### Routed metal, one color a layer

Two of the layers only.
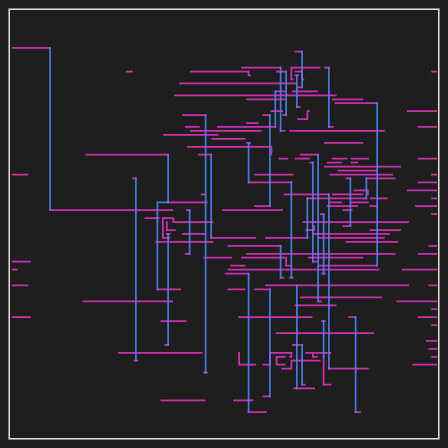
### The clock network

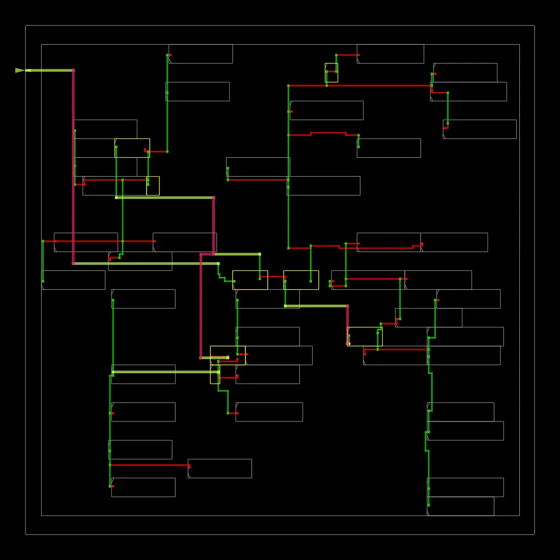
### M2 wires

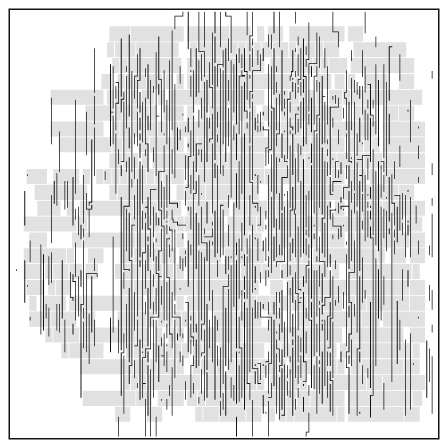
## config.mk

```make
export PLATFORM = sky130hd
export DESIGN_NAME = sprite_loc_ctrl
export DESIGN_NICKNAME = d
export VERILOG_FILES = /design/src/rtl/sprite_loc_ctrl.sv
export SDC_FILE = /design/constraint.sdc
export NUM_CORES = 1
export LEC_CHECK = 0
export ABC_AREA = 1
export CORE_MARGIN = 2
export CORE_UTILIZATION = 57
export CTS_CLUSTER_SIZE = 28
export DETAILED_ROUTE_END_ITERATION = 7
export PLACE_DENSITY = 0.95
export SLEW_MARGIN = 20
export SYNTH_ARGS = -nofsm -noshare
export SYNTH_HDL_FRONTEND = slang
export SYNTH_SLANG_ARGS = --single-unit
export TNS_END_PERCENT = 20
```

## constraint.sdc

```tcl
create_clock -name CLOCK_50 -period 2.5 [get_ports CLOCK_50]
set_input_delay 0.75 -clock CLOCK_50 [delete_from_list [all_inputs] [get_ports CLOCK_50]]
set_output_delay 0.75 -clock CLOCK_50 [all_outputs]
set_load 0.1 [all_outputs]
```

## src/rtl/sprite_loc_ctrl.sv

```systemverilog
`default_nettype none
// ============================================================================
//  Module      : sprite_loc_ctrl
//  Description : Location controller for one map sprite (pacman or ghost).
//                Keeps the committed cell (curr) and the cell being written
//                (next). The sprite steps once per step tick along its
//                heading. A requested turn is buffered until it becomes legal.
//                Moves off a map edge either wrap (tunnel) or act as a wall.
//                Each candidate cell is checked with the collision detector
//                over a valid/ack handshake. Each accepted move is handed to
//                the RAM writer over a req/done handshake.
//  Revision    : 1.0 - initial release
// ----------------------------------------------------------------------------
//  Ports
//    CLOCK_50          in   system clock
//    reset             in   asynchronous reset, active low
//    enable            in   1 = tick counter runs and new probes may start
//    dir_in[3:0]       in   {up,down,left,right} turn request (one-hot/zero)
//    probe_valid       out  candidate cell presented to collision detector
//    probe_x/probe_y   out  candidate cell coordinates
//    probe_ack         in   collision result valid this cycle
//    probe_wall        in   candidate is a wall (qualified by probe_ack)
//    wr_req            out  ask RAM writer to erase curr and draw next
//    done              in   RAM writer finished
//    curr_x/curr_y     out  committed location
//    next_x/next_y     out  location being written (= curr when idle)
//    heading[3:0]      out  current motion direction, one-hot or 0
//    moved             out  one-cycle pulse when curr updates
// ============================================================================
module sprite_loc_ctrl #(
  parameter int X_W      = 6,
  parameter int Y_W      = 5,
  parameter int MAP_W    = 40,
  parameter int MAP_H    = 30,
  parameter int START_X  = 20,
  parameter int START_Y  = 20,
  parameter int WRAP     = 1,
  parameter int STEP_DIV = 4
) (
  input  logic           CLOCK_50,
  input  logic           reset,
  input  logic           enable,
  input  logic [3:0]     dir_in,
  output logic           probe_valid,
  output logic [X_W-1:0] probe_x,
  output logic [Y_W-1:0] probe_y,
  input  logic           probe_ack,
  input  logic           probe_wall,
  output logic           wr_req,
  input  logic           done,
  output logic [X_W-1:0] curr_x,
  output logic [Y_W-1:0] curr_y,
  output logic [X_W-1:0] next_x,
  output logic [Y_W-1:0] next_y,
  output logic [3:0]     heading,
  output logic           moved
);

  // --------------------------------------------------------------------------
  // Constants
  // --------------------------------------------------------------------------
  localparam int c_CNT_W = (STEP_DIV > 1) ? $clog2(STEP_DIV) : 1;

  localparam logic [c_CNT_W-1:0] c_CNT_MAX = c_CNT_W'(STEP_DIV - 1);
  localparam logic [c_CNT_W-1:0] c_CNT_ONE = c_CNT_W'(1);
  localparam logic [X_W-1:0]     c_X_MAX   = X_W'(MAP_W - 1);
  localparam logic [Y_W-1:0]     c_Y_MAX   = Y_W'(MAP_H - 1);
  localparam logic [X_W-1:0]     c_X_ONE   = X_W'(1);
  localparam logic [Y_W-1:0]     c_Y_ONE   = Y_W'(1);
  localparam logic [X_W-1:0]     c_X_RST   = X_W'(START_X);
  localparam logic [Y_W-1:0]     c_Y_RST   = Y_W'(START_Y);

  // Direction bit positions inside the {up,down,left,right} vector
  localparam int c_UP    = 3;
  localparam int c_DOWN  = 2;
  localparam int c_LEFT  = 1;
  localparam int c_RIGHT = 0;

  // State encoding
  localparam logic [2:0] c_IDLE    = 3'd0;
  localparam logic [2:0] c_PROBE_P = 3'd1;
  localparam logic [2:0] c_PROBE_H = 3'd2;
  localparam logic [2:0] c_STOP    = 3'd3;
  localparam logic [2:0] c_COMMIT  = 3'd4;

  // --------------------------------------------------------------------------
  // Registers and wires
  // --------------------------------------------------------------------------
  logic [2:0]         r_state;
  logic [2:0]         w_state_nxt;

  logic [c_CNT_W-1:0] r_cnt;
  logic               r_tick_flag;
  logic               w_tick;
  logic               w_leave_idle;

  logic [3:0]         r_pending;
  logic [3:0]         r_heading;
  logic [3:0]         r_probe_dir;   // direction whose candidate is on the bus
  logic               w_dir_onehot;

  logic [X_W-1:0]     r_curr_x;
  logic [Y_W-1:0]     r_curr_y;
  logic [X_W-1:0]     r_next_x;
  logic [Y_W-1:0]     r_next_y;
  logic               r_moved;

  logic [X_W-1:0]     w_cand_x;
  logic [Y_W-1:0]     w_cand_y;
  logic               w_offmap;
  logic               w_in_probe;
  logic               w_free;
  logic               w_blocked;
  logic               w_adopt;

  // --------------------------------------------------------------------------
  // Step tick: the counter only advances while enabled, and the flag
  // remembers at most one unconsumed tick. A new tick wins over the clear
  // so back-to-back ticks (STEP_DIV = 1) are not lost.
  // --------------------------------------------------------------------------
  assign w_tick       = enable && (r_cnt == c_CNT_MAX);
  assign w_leave_idle = (r_state == c_IDLE) && (w_state_nxt != c_IDLE);

  always_ff @(posedge CLOCK_50 or negedge reset) begin
    if (!reset) begin
      r_cnt       <= '0;
      r_tick_flag <= 1'b0;
    end else begin
      if (enable) begin
        if (r_cnt == c_CNT_MAX) begin
          r_cnt <= '0;
        end else begin
          r_cnt <= r_cnt + c_CNT_ONE;
        end
      end
      r_tick_flag <= w_tick || (r_tick_flag && !w_leave_idle);
    end
  end

  // --------------------------------------------------------------------------
  // Candidate cell for the probed direction. It depends only on curr and
  // r_probe_dir, and neither changes during a probe, so the probe bus is
  // stable while probe_valid is high.
  // --------------------------------------------------------------------------
  always_comb begin
    w_cand_x = r_curr_x;
    w_cand_y = r_curr_y;
    w_offmap = 1'b0;
    if (r_probe_dir[c_UP]) begin
      if (r_curr_y == '0) begin
        if (WRAP != 0) w_cand_y = c_Y_MAX;
        else           w_offmap = 1'b1;
      end else begin
        w_cand_y = r_curr_y - c_Y_ONE;
      end
    end else if (r_probe_dir[c_DOWN]) begin
      if (r_curr_y == c_Y_MAX) begin
        if (WRAP != 0) w_cand_y = '0;
        else           w_offmap = 1'b1;
      end else begin
        w_cand_y = r_curr_y + c_Y_ONE;
      end
    end else if (r_probe_dir[c_LEFT]) begin
      if (r_curr_x == '0) begin
        if (WRAP != 0) w_cand_x = c_X_MAX;
        else           w_offmap = 1'b1;
      end else begin
        w_cand_x = r_curr_x - c_X_ONE;
      end
    end else if (r_probe_dir[c_RIGHT]) begin
      if (r_curr_x == c_X_MAX) begin
        if (WRAP != 0) w_cand_x = '0;
        else           w_offmap = 1'b1;
      end else begin
        w_cand_x = r_curr_x + c_X_ONE;
      end
    end
  end

  // An off-map candidate resolves as a wall at once, without a handshake.
  assign w_in_probe = (r_state == c_PROBE_P) || (r_state == c_PROBE_H);
  assign w_free     = !w_offmap && probe_ack && !probe_wall;
  assign w_blocked  = w_offmap || (probe_ack && probe_wall);
  assign w_adopt    = (r_state == c_PROBE_P) && w_free;

  // --------------------------------------------------------------------------
  // FSM: state register
  // --------------------------------------------------------------------------
  always_ff @(posedge CLOCK_50 or negedge reset) begin
    if (!reset) begin
      r_state <= c_IDLE;
    end else begin
      r_state <= w_state_nxt;
    end
  end

  // --------------------------------------------------------------------------
  // FSM: next-state logic
  // --------------------------------------------------------------------------
  always_comb begin
    w_state_nxt = r_state;
    case (r_state)
      c_IDLE: begin
        if (r_tick_flag && enable && ((r_pending | r_heading) != 4'b0000)) begin
          w_state_nxt = (r_pending != 4'b0000) ? c_PROBE_P : c_PROBE_H;
        end
      end
      c_PROBE_P: begin
        if (w_free) begin
          w_state_nxt = c_COMMIT;
        end else if (w_blocked) begin
          // Keep going straight only if that is a different direction
          if ((r_heading != 4'b0000) && (r_heading != r_probe_dir)) begin
            w_state_nxt = c_PROBE_H;
          end else begin
            w_state_nxt = c_STOP;
          end
        end
      end
      c_PROBE_H: begin
        if (w_free) begin
          w_state_nxt = c_COMMIT;
        end else if (w_blocked) begin
          w_state_nxt = c_STOP;
        end
      end
      c_STOP: begin
        w_state_nxt = c_IDLE;
      end
      c_COMMIT: begin
        if (done) begin
          w_state_nxt = c_IDLE;
        end
      end
      default: begin
        w_state_nxt = c_IDLE;
      end
    endcase
  end

  // --------------------------------------------------------------------------
  // FSM: outputs
  // --------------------------------------------------------------------------
  always_comb begin
    probe_valid = w_in_probe && !w_offmap;
    wr_req      = (r_state == c_COMMIT);
  end

  // --------------------------------------------------------------------------
  // Datapath registers
  // --------------------------------------------------------------------------
  assign w_dir_onehot = $onehot(dir_in);

  always_ff @(posedge CLOCK_50 or negedge reset) begin
    if (!reset) begin
      r_pending   <= 4'b0000;
      r_heading   <= 4'b0000;
      r_probe_dir <= 4'b0000;
      r_curr_x    <= c_X_RST;
      r_curr_y    <= c_Y_RST;
      r_next_x    <= c_X_RST;
      r_next_y    <= c_Y_RST;
      r_moved     <= 1'b0;
    end else begin
      // Turn buffer: newest valid request wins. The adopted request is
      // cleared only if it is still the one in the buffer.
      if (w_dir_onehot) begin
        r_pending <= dir_in;
      end else if (w_adopt && (r_pending == r_probe_dir)) begin
        r_pending <= 4'b0000;
      end

      // Latch which direction is probed on entry to each probe state
      if (w_leave_idle) begin
        r_probe_dir <= (r_pending != 4'b0000) ? r_pending : r_heading;
      end else if ((r_state == c_PROBE_P) && (w_state_nxt == c_PROBE_H)) begin
        r_probe_dir <= r_heading;
      end

      if (w_adopt) begin
        r_heading <= r_probe_dir;
      end else if (r_state == c_STOP) begin
        r_heading <= 4'b0000;
      end

      if (w_in_probe && w_free) begin
        r_next_x <= w_cand_x;
        r_next_y <= w_cand_y;
      end else if (r_state == c_STOP) begin
        r_next_x <= r_curr_x;
        r_next_y <= r_curr_y;
      end

      if ((r_state == c_COMMIT) && done) begin
        r_curr_x <= r_next_x;
        r_curr_y <= r_next_y;
      end
      r_moved <= (r_state == c_COMMIT) && done;
    end
  end

  assign probe_x = w_cand_x;
  assign probe_y = w_cand_y;
  assign curr_x  = r_curr_x;
  assign curr_y  = r_curr_y;
  assign next_x  = r_next_x;
  assign next_y  = r_next_y;
  assign heading = r_heading;
  assign moved   = r_moved;

endmodule
`default_nettype wire

```

==> run summary <==
Physical implementation.

- The run finished, with violations left.
- The final reports fail on negative setup slack.
- The number of hold-slack violations in the final timing report is 0.
- The number of primary I/O pins is 50.
- The remaining antenna violation count is 0.
- The register bit total from synthesis is 41.
- The setup TNS after final layout is -1588 ps.
- Per STA, the worst path accumulates the most delay in the family simple AND/OR/NAND/NOR gates.
- The worst clock skew on the final layout is 13.21 ps.
- From bottom edge to top edge, the die measures ~73 um.
- The final weighted congestion recorded by global placement is ~0.95.
- The total detailed-routing wirelength is 8742 um.
- Per the layout area report, the register area comes to 0.001075 mm^2.
- For the worst-skew pair, the clock arrives at the later sink with an insertion delay of 300 ps.
- The most common cell in the synthesized netlist is sky130_fd_sc_hd__nand2_1.
- After layout, the buffer instance count without clock buffers stands at 69.
- The OpenROAD warning count is 33.
- The minimum setup slack in the final design is -244.5 ps.
- Checking max transition, the worst relative margin is 0.5214.
- After synthesis, the share of cell area in mux cells is 0.004095.
- The global route stage reports its total congestion overflow as 0.
- The end-of-flow timing check tallies setup violations at 11.
- In this run the critical path is formed by nand4_1 > nor2_1 > nand2_1 > nand2_1 > nand2_1 > nand3_2 > nand2_1 > inv_2 > buf_12.
-- 'Routed metal, one color a layer' (at the start) --
legend:
  blue:
    layer: met4
    wire_length: 477 um
  magenta:
    layer: met3
    wire_length: 821 um

-- 'The clock network' (at the start) --
number of sinks on the clock net: 41

-- 'M2 wires' (at the start) --
share of all routed wire: 49%
wire length on this layer: 4260 um
GRT met2 Usage: 0.4911
DR vias: 3018

==> per-layer routing <==
metal,part of all wire,up-vias
li1,-,1306
met1,0.36,1412
met2,0.49,234
met3,0.094,66
met4,0.055,0
met5,0,-
==> registers in the layout (all words and copies together), names as in the netlist <==
name and flops:
r_state 3, r_pending 4, curr_x 6, r_cnt 2, r_tick_flag 1, heading 4, curr_y 5, moved 1
next_x 6, r_probe_dir 4, next_y 5
==> cell usage in the layout, fill, tap and decap left out, types with 4 or more instances in the layout <==
cell / n
sky130_fd_sc_hd__nand4_1: 5
sky130_fd_sc_hd__dfrtp_1: 24
sky130_fd_sc_hd__clkdlybuf4s50_1: 5
sky130_fd_sc_hd__nand2_1: 94
sky130_fd_sc_hd__nand2_2: 5
sky130_fd_sc_hd__ha_1: 4
sky130_fd_sc_hd__ha_4: 5
sky130_fd_sc_hd__o221ai_1: 4
sky130_fd_sc_hd__a21oi_1: 9
sky130_fd_sc_hd__dfrtp_2: 4
sky130_fd_sc_hd__nand3_1: 14
sky130_fd_sc_hd__o21ai_0: 20
sky130_fd_sc_hd__buf_12: 19
sky130_fd_sc_hd__dfstp_2: 4
sky130_fd_sc_hd__nand3_2: 4
sky130_fd_sc_hd__inv_2: 9
sky130_fd_sc_hd__o22ai_1: 13
sky130_fd_sc_hd__clkbuf_8: 5
sky130_fd_sc_hd__dfrtp_4: 5
sky130_fd_sc_hd__dfstp_4: 4
sky130_fd_sc_hd__o21ai_4: 4
sky130_fd_sc_hd__inv_1: 49
sky130_fd_sc_hd__xor2_1: 9
sky130_fd_sc_hd__buf_4: 40
sky130_fd_sc_hd__o21ai_2: 6
sky130_fd_sc_hd__o21ai_1: 4
sky130_fd_sc_hd__nor2_1: 19
sky130_fd_sc_hd__nor2_4: 4
